<file path="src/rtl/scan_seq_pkg.sv">
// +----------------------------------------------------------------------------+
// | scan_seq_pkg                                                               |
// | Command opcodes and FSM state encoding for the scan-chain sequencer.       |
// | Revision: 1.0                                                              |
// +----------------------------------------------------------------------------+
`default_nettype none

package scan_seq_pkg;

    localparam logic [1:0] CMD_LOAD = 2'b00;
    localparam logic [1:0] CMD_RUN  = 2'b01;
    localparam logic [1:0] CMD_DUMP = 2'b10;
    localparam logic [1:0] CMD_STEP = 2'b11;

    typedef enum logic [2:0] {
        ST_IDLE     = 3'd0,
        ST_LD_WAIT  = 3'd1,
        ST_LD_SHIFT = 3'd2,
        ST_DP_SHIFT = 3'd3,
        ST_DP_WAIT  = 3'd4,
        ST_RUN      = 3'd5,
        ST_STEP     = 3'd6
    } state_t;

endpackage

`default_nettype wire

</file>
<file path="src/rtl/scan_byte_serdes.sv">
// +----------------------------------------------------------------------------+
// | scan_byte_serdes                                                           |
// | 8-bit shift buffer with bit index: serialises LOAD bytes, gathers DUMP.    |
// | Revision: 1.0                                                              |
// +----------------------------------------------------------------------------+
`default_nettype none

module scan_byte_serdes
    import scan_seq_pkg::*;
(
    input  logic       clk,
    input  logic       rst,
    input  logic       load,
    input  logic       shift,
    input  logic       capture,
    input  logic [7:0] byte_in,
    input  logic       bit_in,
    output logic       bit_out,
    output logic [7:0] byte_out,
    output logic [2:0] bit_idx
);

    logic [7:0] r_shreg;
    logic [2:0] r_idx;

    // load has priority: it starts every byte, including the zero-fill before a dump byte
    always_ff @(posedge clk) begin
        if (!rst) begin
            r_shreg <= 8'h00;
            r_idx   <= 3'd0;
        end else if (load) begin
            r_shreg <= byte_in;
            r_idx   <= 3'd0;
        end else if (shift) begin
            r_shreg <= {1'b0, r_shreg[7:1]};
            r_idx   <= r_idx + 3'd1;
        end else if (capture) begin
            r_shreg[r_idx] <= bit_in;
            r_idx          <= r_idx + 3'd1;
        end
    end

    assign bit_out  = r_shreg[0];
    assign byte_out = r_shreg;
    assign bit_idx  = r_idx;

endmodule

`default_nettype wire

</file>
<file path="src/rtl/scan_chain_sequencer.sv">
// +----------------------------------------------------------------------------+
// | scan_chain_sequencer                                                       |
// | Host-driven LOAD/DUMP/RUN/STEP sequencer owning the core scan chain.       |
// | Revision: 1.0                                                              |
// +----------------------------------------------------------------------------+
`default_nettype none

module scan_chain_sequencer
    import scan_seq_pkg::*;
#(
    parameter int CHAIN_LEN = 280,
    parameter int RUN_W     = 16
) (
    input  logic             clk,
    input  logic             rst,
    input  logic             cmd_valid,
    output logic             cmd_ready,
    input  logic [1:0]       cmd_op,
    input  logic [RUN_W-1:0] run_limit,
    input  logic             din_valid,
    output logic             din_ready,
    input  logic [7:0]       din,
    output logic             dout_valid,
    input  logic             dout_ready,
    output logic [7:0]       dout,
    output logic             scan_enable,
    output logic             scan_in,
    input  logic             scan_out,
    output logic             proc_enable,
    input  logic             proc_halted,
    output logic             done,
    output logic             timeout
);

    localparam int            c_cnt_w     = $clog2(CHAIN_LEN + 1);
    localparam logic [c_cnt_w-1:0] c_last_bit  = c_cnt_w'(CHAIN_LEN - 1);
    localparam logic [c_cnt_w-1:0] c_chain_len = c_cnt_w'(CHAIN_LEN);

    state_t             r_state;
    logic [c_cnt_w-1:0] r_bc;
    logic [RUN_W-1:0]   r_rc;
    logic [RUN_W-1:0]   r_limit;
    logic               r_done;
    logic               r_timeout;

    logic               w_cmd_fire;
    logic               w_last_shift;
    logic               w_chain_full;
    logic               w_limit_hit;
    logic [RUN_W:0]     w_rc_next;
    logic               w_sd_load;
    logic               w_sd_shift;
    logic               w_sd_capture;
    logic [7:0]         w_sd_byte_in;
    logic               w_sd_bit_out;
    logic [7:0]         w_sd_byte_out;
    logic [2:0]         w_sd_bit_idx;

    // done occupies the first IDLE cycle, so the next command waits one cycle
    assign cmd_ready    = (r_state == ST_IDLE) && !r_done;
    assign w_cmd_fire   = cmd_valid && cmd_ready;
    assign w_last_shift = (w_sd_bit_idx == 3'd7) || (r_bc == c_last_bit);
    assign w_chain_full = (r_bc == c_chain_len);
    assign w_rc_next    = {1'b0, r_rc} + {{RUN_W{1'b0}}, 1'b1};
    assign w_limit_hit  = (r_limit != '0) && (w_rc_next == {1'b0, r_limit});

    assign w_sd_load    = ((r_state == ST_LD_WAIT) && din_valid)
                        || (w_cmd_fire && (cmd_op == CMD_DUMP))
                        || ((r_state == ST_DP_WAIT) && dout_ready && !w_chain_full);
    assign w_sd_byte_in = (r_state == ST_LD_WAIT) ? din : 8'h00;
    assign w_sd_shift   = (r_state == ST_LD_SHIFT);
    assign w_sd_capture = (r_state == ST_DP_SHIFT);

    scan_byte_serdes u_serdes (
        .clk      (clk),
        .rst      (rst),
        .load     (w_sd_load),
        .shift    (w_sd_shift),
        .capture  (w_sd_capture),
        .byte_in  (w_sd_byte_in),
        .bit_in   (scan_out),
        .bit_out  (w_sd_bit_out),
        .byte_out (w_sd_byte_out),
        .bit_idx  (w_sd_bit_idx)
    );

    always_ff @(posedge clk) begin
        if (!rst) begin
            r_state   <= ST_IDLE;
            r_bc      <= '0;
            r_rc      <= '0;
            r_limit   <= '0;
            r_done    <= 1'b0;
            r_timeout <= 1'b0;
        end else begin
            r_done <= 1'b0;
            unique case (r_state)
                ST_IDLE: begin
                    if (w_cmd_fire) begin
                        r_timeout <= 1'b0;
                        r_bc      <= '0;
                        unique case (cmd_op)
                            CMD_LOAD: r_state <= ST_LD_WAIT;
                            CMD_DUMP: r_state <= ST_DP_SHIFT;
                            CMD_STEP: r_state <= ST_STEP;
                            CMD_RUN: begin
                                r_limit <= run_limit;
                                r_rc    <= '0;
                                // an already-halted core completes without being enabled
                                if (proc_halted) r_done  <= 1'b1;
                                else             r_state <= ST_RUN;
                            end
                        endcase
                    end
                end
                ST_LD_WAIT: begin
                    if (din_valid) r_state <= ST_LD_SHIFT;
                end
                ST_LD_SHIFT: begin
                    r_bc <= r_bc + c_cnt_w'(1);
                    if (w_last_shift) begin
                        if (r_bc == c_last_bit) begin
                            r_state <= ST_IDLE;
                            r_done  <= 1'b1;
                        end else begin
                            r_state <= ST_LD_WAIT;
                        end
                    end
                end
                ST_DP_SHIFT: begin
                    r_bc <= r_bc + c_cnt_w'(1);
                    if (w_last_shift) r_state <= ST_DP_WAIT;
                end
                ST_DP_WAIT: begin
                    if (dout_ready) begin
                        if (w_chain_full) begin
                            r_state <= ST_IDLE;
                            r_done  <= 1'b1;
                        end else begin
                            r_state <= ST_DP_SHIFT;
                        end
                    end
                end
                ST_RUN: begin
                    // halt is checked first so it wins over a coincident limit
                    if (proc_halted) begin
                        r_state <= ST_IDLE;
                        r_done  <= 1'b1;
                    end else if (w_limit_hit) begin
                        r_state   <= ST_IDLE;
                        r_done    <= 1'b1;
                        r_timeout <= 1'b1;
                    end else if (r_rc != {RUN_W{1'b1}}) begin
                        r_rc <= w_rc_next[RUN_W-1:0];
                    end
                end
                ST_STEP: begin
                    r_state <= ST_IDLE;
                    r_done  <= 1'b1;
                end
                default: r_state <= ST_IDLE;
            endcase
        end
    end

    assign din_ready   = (r_state == ST_LD_WAIT);
    assign dout_valid  = (r_state == ST_DP_WAIT);
    assign dout        = (r_state == ST_DP_WAIT) ? w_sd_byte_out : 8'h00;
    assign scan_enable = (r_state == ST_LD_SHIFT) || (r_state == ST_DP_SHIFT);
    assign scan_in     = (r_state == ST_LD_SHIFT) ? w_sd_bit_out :
                         (r_state == ST_DP_SHIFT) ? scan_out     : 1'b0;
    assign proc_enable = (r_state == ST_RUN) || (r_state == ST_STEP);
    assign done        = r_done;
    assign timeout     = r_timeout;

endmodule

`default_nettype wire

</file>
<file path="config.mk">
export PLATFORM = sky130hd
export DESIGN_NAME = scan_chain_sequencer
export DESIGN_NICKNAME = d
export VERILOG_FILES = /design/src/rtl/scan_seq_pkg.sv /design/src/rtl/scan_byte_serdes.sv /design/src/rtl/scan_chain_sequencer.sv
export SDC_FILE = /design/constraint.sdc
export NUM_CORES = 1
export LEC_CHECK = 0
export ABC_AREA = 1
export CORE_MARGIN = 1.5
export CORE_UTILIZATION = 47
export DETAILED_ROUTE_END_ITERATION = 7
export PLACE_DENSITY = 0.69
export SLEW_MARGIN = 20
export SYNTH_ARGS = -nofsm -noshare
export SYNTH_HDL_FRONTEND = slang
export SYNTH_SLANG_ARGS = --single-unit
</file>
<file path="constraint.sdc">
create_clock -name clk -period 3.5 [get_ports clk]
set_clock_uncertainty 0.2 [all_clocks]
set_input_delay 0.35 -clock clk [delete_from_list [all_inputs] [get_ports clk]]
set_output_delay 0.35 -clock clk [all_outputs]
set_load 0.02 [all_outputs]
</file>
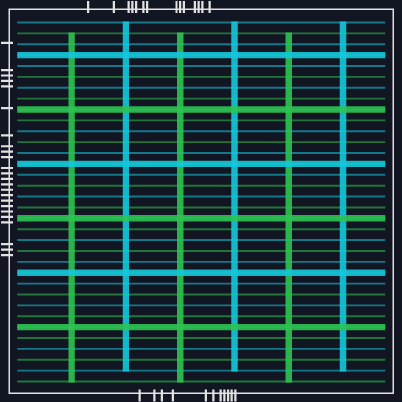
Figure 1: power grid.
Scale: 4 px per um. Pins as bars on the die edge.
- VSS: green
- VDD: cyan
- met5 straps: 6
- met1 rails: 34

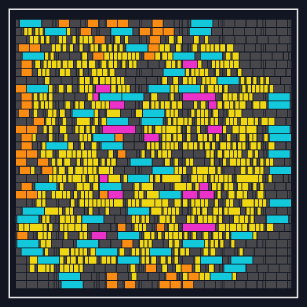
Figure 2: placement by cell class.
Scale: 3 px per um. Fill, decap, tap and diode cells in gray.
- other buffers and delay cells: orange (cells 53; share of their area 11%)
- flip-flops: cyan (cells 57; share of their area 24%)
- clock drivers and dummy loads: magenta (cells 16; share of their area 5.2%)
- all other logic: yellow (cells 608; share of their area 60%)

==> notes.md <==
Notes from the flow run.

Power and ir drop:
- The run gives the reported net switching power as 0.00162 W.
- The run gives the group drawing the most power as combinational cells.
- The run gives the share of total power in sequential cells as 28.6%.
- The run puts the cell-internal power at 0.00191 W.
- The run puts the clock network fraction of total power at 21.5%.

Die:
- The run puts the chip area at 9140 um^2.
- The run puts the starting utilization of the core area at 48.8%.
- The run puts the area of the core at 8260 um^2.

Yosys:
- The run gives the async set-or-reset flop fraction in the synthesized netlist as 0%.
- Yosys attributes the largest share of cell area to sky130_fd_sc_hd__dfxtp_1 28%, sky130_fd_sc_hd__nand2_1 17%, sky130_fd_sc_hd__nand3_1 9.6%, sky130_fd_sc_hd__nor2_1 8.9%, sky130_fd_sc_hd__inv_1 7.0%.
- The top cell type by area accounts for 28.3% of the synthesized area.
- The run puts the mean post-synth cell area at 5.92 um^2.
- The run gives the commonest register cell after synthesis as sky130_fd_sc_hd__dfxtp_1.
- Yosys reports the multiplexer fraction of the synthesized area as 0%.

Worst setup path:
- Measured in cells, the most critical reg-to-reg path has a length of 14.
- The run gives the buffer-and-inverter tally for the worst setup path as 3.

Outcome:
- The run finished with clean final reports.

Timing:
- The run gives the count of endpoints failing hold in the final timing report as 0.
- The run gives the actual transition at the worst max-transition pin as 0.827 ns.
- The run puts the accumulated negative setup slack at 0 ns.

Cells and area:
- Cells fill 58.5% of the core in the end.
- Relative to the synthesized area, the layout overhead comes to 19.9%.
- Per the cell usage report, the commonest logic cell in the layout is sky130_fd_sc_hd__nand2_1.
- Per the final layout report, the fraction of cells sized above drive strength 1 comes to 10.8%.

Drt:
- Nets still carrying antenna violations after routing amount to 0.

Clock network:
- The clock H-tree reported by CTS has 3 levels.
- The run puts the clock net sink count at 57.
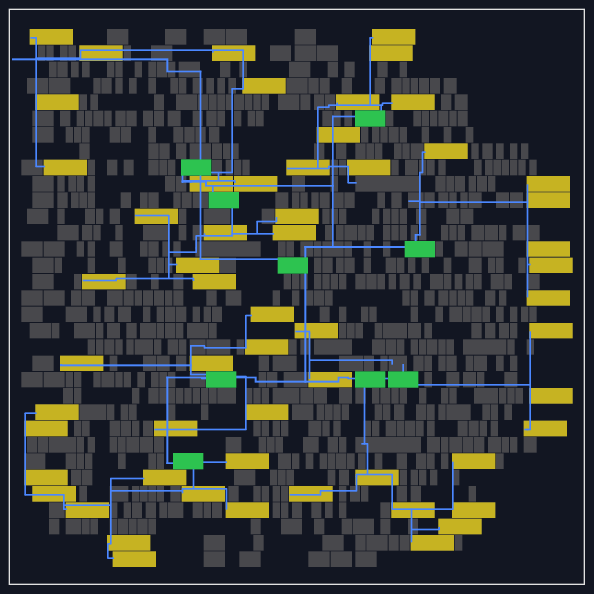
Figure 3: clock network drawn from the DEF.
Scale: 6 px per um.
- clock wires: blue (length 812 um)
- cells driving clock nets: green (count 9)
- flip-flops: yellow (count 57)
- routed clock nets: 10

## cell type report
| cell class | count | area, um^2 |
|---|---|---|
| clock buffers | 9 | 124 |
| flip-flops and latches | 57 | 1140 |
| fillers | 815 | 3430 |
| repair buffers | 53 | 518 |
| well taps | 105 | 131 |
| multi-input cells | 523 | 2480 |
| clock inverters | 7 | 119 |
| inverters | 85 | 319 |
## routing by layer
metal | routed length, um | vias to the layer above | track usage, % | part of all wire [%]
li1 | - | 2271 | - | -
met1 | 4610 | 1855 | 30.1 | 45
met2 | 4670 | 122 | 40.8 | 46
met3 | 570 | 25 | 4.63 | 5.6
met4 | 295 | 0 | 9.68 | 2.9
met5 | 0 | - | 0 | 0
Power figures rest on the tool's default switching activity, not on a simulated workload.
